Fig. 1: the clock network
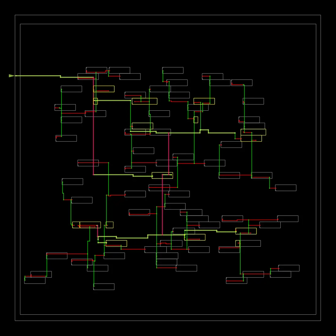
Fig. 2: signal wires on met2
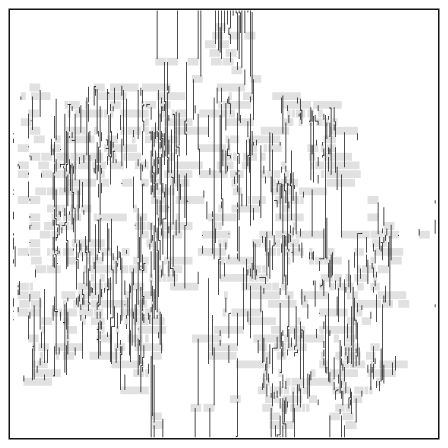
Fig. 3: signal wires by layer
Only two layers are drawn.
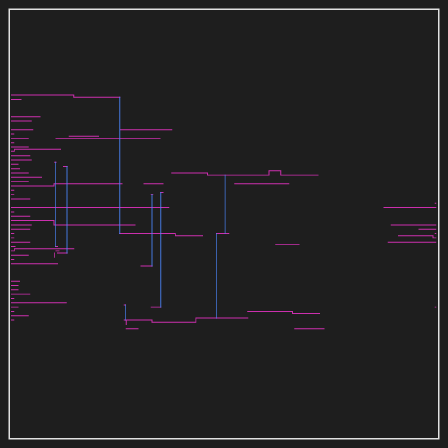
Fig. 4: cell sizes after repair
Bar = 50 um.
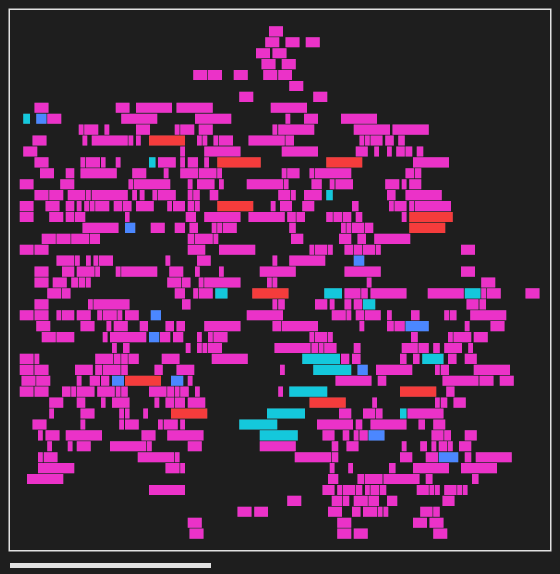
Fig. 5: metal 4
Bar = 50 um.
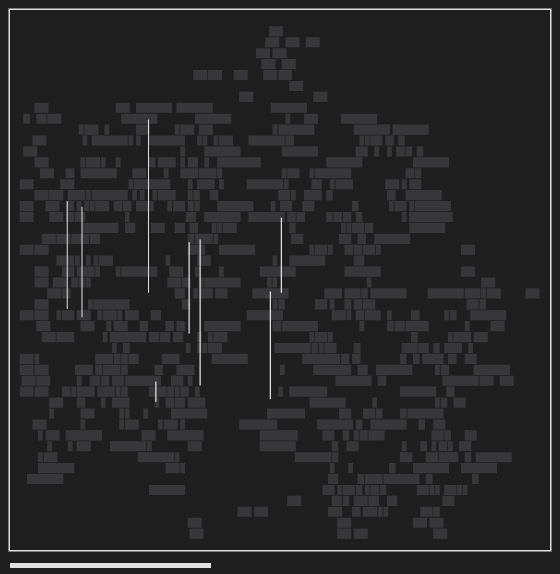
===== config.mk =====
export PLATFORM = sky130hd
export DESIGN_NAME = reaction_game_ctrl
export DESIGN_NICKNAME = d
export VERILOG_FILES = /design/src/rtl/reaction_game_ctrl.sv
export SDC_FILE = /design/constraint.sdc
export NUM_CORES = 1
export LEC_CHECK = 0
export CORE_MARGIN = 2
export CORE_UTILIZATION = 24
export DETAILED_ROUTE_END_ITERATION = 6
export PLACE_DENSITY = 0.47
export REMOVE_ABC_BUFFERS = 1
export SLEW_MARGIN = 20
export SYNTH_ARGS = -nofsm -noshare
export SYNTH_HDL_FRONTEND = slang
export SYNTH_SLANG_ARGS = --single-unit

===== constraint.sdc =====
create_clock -name clock50M -period 4.2 [get_ports clock50M]
set_clock_uncertainty 0.2 [all_clocks]
set_input_delay 0.84 -clock clock50M [delete_from_list [all_inputs] [get_ports clock50M]]
set_output_delay 0.84 -clock clock50M [all_outputs]
set_load 0.02 [all_outputs]

===== src/rtl/reaction_game_ctrl.sv =====
// Reaction-timer game sequencer: button synchronisers, game FSM, arm/go counters,
// timer-chain control, GO LEDs and best-score register.
module reaction_game_ctrl #(
    parameter int unsigned MIN_DELAY   = 500,
    parameter int unsigned TIMEOUT_MS  = 9999,
    parameter int unsigned SYNC_STAGES = 2
) (
    input  logic        clock50M,
    input  logic        reset_n,
    input  logic        tick_1k,
    input  logic        enable,
    input  logic        start_n,
    input  logic        react_n,
    input  logic        clear_best,
    input  logic [11:0] rand_delay,
    input  logic [23:0] elapsed,
    output logic        timer_clr,
    output logic        timer_en,
    output logic [9:0]  led_go,
    output logic        foul,
    output logic        timeout,
    output logic        new_best,
    output logic [23:0] best_score,
    output logic [2:0]  state
);

    localparam int unsigned CNT_W = 14;
    localparam int unsigned LED_W = 10;
    localparam int unsigned BCD_W = 24;

    typedef enum logic [2:0] {
        S_IDLE    = 3'd0,
        S_ARM     = 3'd1,
        S_GO      = 3'd2,
        S_DONE    = 3'd3,
        S_FOUL    = 3'd4,
        S_TIMEOUT = 3'd5
    } state_t;

    state_t             state_q, state_d;
    logic [CNT_W-1:0]   delay_cnt, delay_d;
    logic [CNT_W-1:0]   ms_cnt, ms_d;
    logic               done_first, done_first_d;
    logic [BCD_W-1:0]   best_d;
    logic               arm_load_c;
    logic               best_update_c;
    logic               new_best_d;

    logic [SYNC_STAGES-1:0] start_sync, react_sync;
    logic                   start_prev, react_prev;
    logic                   start_press_c, react_press_c;

    // Synchronise the raw keys (released = 1) and detect the 1->0 edge
    always_ff @(posedge clock50M or negedge reset_n) begin
        if (!reset_n) begin
            start_sync <= '1;
            react_sync <= '1;
            start_prev <= 1'b1;
            react_prev <= 1'b1;
        end else begin
            start_sync <= SYNC_STAGES'({start_sync, start_n});
            react_sync <= SYNC_STAGES'({react_sync, react_n});
            start_prev <= start_sync[SYNC_STAGES-1];
            react_prev <= react_sync[SYNC_STAGES-1];
        end
    end

    assign start_press_c = start_prev & ~start_sync[SYNC_STAGES-1];
    assign react_press_c = react_prev & ~react_sync[SYNC_STAGES-1];

    // Next state and counter updates
    always_comb begin
        state_d      = state_q;
        delay_d      = delay_cnt;
        ms_d         = ms_cnt;
        arm_load_c   = 1'b0;
        case (state_q)
            S_IDLE: begin
                if (start_press_c) arm_load_c = 1'b1;
            end
            S_ARM: begin
                if (react_press_c) begin
                    state_d = S_FOUL;
                end else if (tick_1k) begin
                    if (delay_cnt <= CNT_W'(1)) state_d = S_GO;
                    else                        delay_d = delay_cnt - CNT_W'(1);
                end
            end
            S_GO: begin
                if (react_press_c) begin
                    state_d = S_DONE;
                end else if (tick_1k) begin
                    if (ms_cnt == CNT_W'(TIMEOUT_MS - 1)) state_d = S_TIMEOUT;
                    else                                  ms_d = ms_cnt + CNT_W'(1);
                end
            end
            S_DONE, S_FOUL, S_TIMEOUT: begin
                if (start_press_c) arm_load_c = 1'b1;
            end
            default: state_d = S_IDLE;
        endcase

        if (arm_load_c) begin
            state_d = S_ARM;
            delay_d = CNT_W'(rand_delay) + CNT_W'(MIN_DELAY);
        end
        if (state_d == S_GO && state_q != S_GO) ms_d = '0;

        // Switch off overrides every other transition
        if (!enable) begin
            state_d    = S_IDLE;
            arm_load_c = 1'b0;
        end
        done_first_d = (state_d == S_DONE) && (state_q != S_DONE);
    end

    // Best-score update on the first DONE cycle; BCD compares like binary
    always_comb begin
        best_update_c = (state_q == S_DONE) && done_first && enable &&
                        (elapsed != '0) &&
                        ((best_score == '0) || (elapsed < best_score));
        best_d = best_score;
        if (best_update_c) best_d = elapsed;
        if (clear_best)    best_d = '0;
        new_best_d = (state_d == S_DONE) &&
                     (new_best || (best_update_c && !clear_best));
    end

    always_ff @(posedge clock50M or negedge reset_n) begin
        if (!reset_n) begin
            state_q    <= S_IDLE;
            delay_cnt  <= '0;
            ms_cnt     <= '0;
            done_first <= 1'b0;
            timer_clr  <= 1'b0;
            timer_en   <= 1'b0;
            led_go     <= '0;
            foul       <= 1'b0;
            timeout    <= 1'b0;
            new_best   <= 1'b0;
            best_score <= '0;
        end else begin
            state_q    <= state_d;
            delay_cnt  <= delay_d;
            ms_cnt     <= ms_d;
            done_first <= done_first_d;
            timer_clr  <= arm_load_c;
            timer_en   <= (state_d == S_GO);
            led_go     <= {LED_W{state_d == S_GO}};
            foul       <= (state_d == S_FOUL);
            timeout    <= (state_d == S_TIMEOUT);
            new_best   <= new_best_d;
            best_score <= best_d;
        end
    end

    assign state = state_q;

endmodule


==> flow_summary.json <==
{
  "comb-power_uw": 231,
  "ys_seq_share_pct": 41.2,
  "synth.top_cell.area_share_pct": 37.3,
  "dp_hpwl_um": 8110,
  "overflow": 0,
  "whs_ns": 0.156,
  "synth.top_cells.by_count": "67 x nand2_1, 61 x dfrtp_1, 36 x inv_1, 35 x nor2_1, 28 x ha_1",
  "hold_depth": 0,
  "top_power_group": "clock",
  "initial_core_util_pct": 24.6,
  "gp_congestion": 0.854,
  "drtPass1Iterations": 4,
  "min_period_ns": 3.28,
  "rows": 47,
  "post_cts_resized": 0,
  "worstRegToRegCells": 6,
  "setup_ws_ns": 0.918,
  "worst_setup_path_start_kind": "input pin",
  "grt_pass1_wl_um": 18000,
  "end_kind": "flop",
  "p_seq_share_pct": 40.8,
  "chipHeight_um": 135,
  "period_used_pct": 78.1,
  "whs_endpoint": "start_sync[1]",
  "core_um2": 16600,
  "path_class": "in2reg",
  "ff_type": "dfrtp_1",
  "viasPerCell": 4.54,
  "total_power_uw": 1770,
  "syn2layout_area_growth_pct": 32.9,
  "clkPwrFrac_pct": 46.1,
  "place_area_um2": 5120,
  "dieArea_um2": 18100,
  "pre_cts_slack_ns": 0.551,
  "p_sw_uw": 454,
  "first_iter_violations": 147,
  "utilization_pct": 32.7,
  "final_cells": 749,
  "worst_pin_slew_ns": 0.977,
  "finalHoldViolCount": 0,
  "xor_share_pct": 6.00,
  "tool_warnings": 27,
  "topCellsByArea": "dfrtp_1 37%, ha_1 8.6%, nand2_1 6.2%",
  "r2r_slack_ns": 1.25,
  "seq-power_uw": 723,
  "endpoint": "best_score[2]",
  "synth.area.mux_share_pct": 6.40,
  "crit_slowest_cell": "clkdlybuf4s50_1",
  "die_x_um": 135,
  "fill_cells": 1697,
  "placed_cells": 733,
  "r2r_start": "delay_cnt[4]",
  "edf_count": 0,
  "ys_warn_count": 0,
  "arrival_ns": 3.34,
  "antenna_found_initial": 0,
  "holdCritPathClass": "reg2reg",
  "cp_top_family": "buffers and inverters",
  "finalInstanceArea_um2": 5430,
  "async_reset_ff_share_pct": 100,
  "peakVddDrop_mv": 0.173,
  "fin_nets": 595,
  "power.leakage_uw": 0.00216,
  "ys_sh_adder_pct": 8.57,
  "rsz0062_at_grt": "no",
  "clkSinkCount": 67,
  "switching_share_pct": 25.6,
  "power_density_nw_per_um2": 326,
  "ys_cells": 446,
  "ys_sh_aoi_pct": 9.70,
  "synth.logic.top_family": "simple AND/OR/NAND/NOR gates",
  "cts.root.buffer_cell": "clkbuf_16",
  "met1_usage_pct": 16.2,
  "p_int_uw": 1320,
  "port_buffers": 84,
  "yosysTopAreaCell": "dfrtp_1",
  "drv_slew": 0,
  "ys_sh_simple_pct": 21.7,
  "numSynthFlops": 67,
  "clock.fmax_mhz": 305,
  "critical_path_buf_inv_count": 2,
  "synth_area_per_cell_um2": 9.17,
  "top_layer": "met4",
  "critPathMaxStageDelay_ns": 0.45,
  "diodes": 0,
  "grt_pass1_vias": 3538,
  "status": "complete, no violations",
  "ys_area_um2": 4090,
  "cp_cell_sequence": "clkdlybuf4s50_1 > ha_1 > a211oi_1 > nor2_1 > or3_1 > a211oi_1 > o21a_1 > buf_4 > mux2i_1",
  "r2r-end": "new_best",
  "cpMostUsedCell": "a211oi_1",
  "drt-met1-wl_um": 5040,
  "wl_met2_um": 4990,
  "path_depth": 9,
  "use_met3_pct": 4.73,
  "setup_viol": 0,
  "holdBufCountCts": 0,
  "cts_tree": "built",
  "max_slew_margin_pct": 34.8,
  "drive_gt1_share_pct": 6.99,
  "path_clk_slew_ns": 0.06,
  "netlist_instances": 446,
  "post_cts_buffers": 0,
  "synth_area_um2": 4090,
  "startpoint": "elapsed[13]",
  "htree_levels": 3,
  "yosysMostFrequentCell": "nand2_1",
  "final_cell_mix": "83 x clkdlybuf4s50_1, 67 x nand2_1, 61 x dfrtp_1",
  "wl_met3_um": 687,
  "ant_nets": 0,
  "gr-max-usage-layer": "met2",
  "maxCapViolCount": 0,
  "grt_start_max_net_pins": 68,
  "insertion_delay_ns": 0.34,
  "layout_top_cell": "clkdlybuf4s50_1",
  "drc": 0,
  "setup_tns_ns": 0,
  "critPathRequiredTime_ns": 4.26,
  "min-delay-start": "start_sync[0]",
  "p_comb_share_pct": 13.0,
  "ys_types": 53,
  "clk_path_buf_depth": 2,
  "io_pins": 85,
  "critical_path.max_fanout": 17
}
Back to the opening pictures, Fig. 1:
clk pwr: 817 uW
# clk buffers: 9
TritonCTS Buffers: 9

Back to the opening pictures, Fig. 2:
nets with wire on the layer: 492
share of all routed wire: 46%
longest straight run: 50.7 um
DR vias: 3399
WL final: 10900 um
met2 Use GR: 20.0%

Back to the opening pictures, Fig. 3:
[met4] blue | wire length: 205 um
[met3] magenta | wire length: 688 um
Total Routing Usage GR: 12.7%
post-DR wirelength/cell: 14.6 um

Back to the opening pictures, Fig. 4:
[drive 1 or less] magenta | cells: 492 | share: 93% | most used: clkdlybuf4s50_1
[drive 2] cyan | cells: 15 | share: 2.8% | most used: dfstp_2
[drive 6 and up] red | cells: 11 | share: 2.1% | most used: clkbuf_16
[drive 3 to 4] blue | cells: 11 | share: 2.1% | most used: buf_4

Back to the opening pictures, Fig. 5:
longest straight run: 42.8 um
nets with wire on the layer: 6

-- final cells by class --
type	count	area, um2	share of cell area, %
Multi-Input combinational cell	320	2140	39.4
Sequential cell	67	1680	31.0
Timing Repair Buffer	90	881	16.2
Tap cell	220	275	5.07
Clock buffer	9	225	4.14
Inverter	36	135	2.49
Clock inverter	7	92.6	1.70
-- sequential cells by signal (all words and copies together), names as in the netlist --
| register | flops |
|---|---|
| new_best | 1 |
| ms_cnt | 14 |
| done_first | 1 |
| react_sync | 2 |
| start_sync | 2 |
| led_go | 1 |
| timer_clr | 1 |
| delay_cnt | 14 |
| foul | 1 |
| react_prev | 1 |
| start_prev | 1 |
| state | 3 |
| timeout | 1 |
| best_score | 24 |
Power figures rest on the tool's default switching activity, not on a simulated workload.
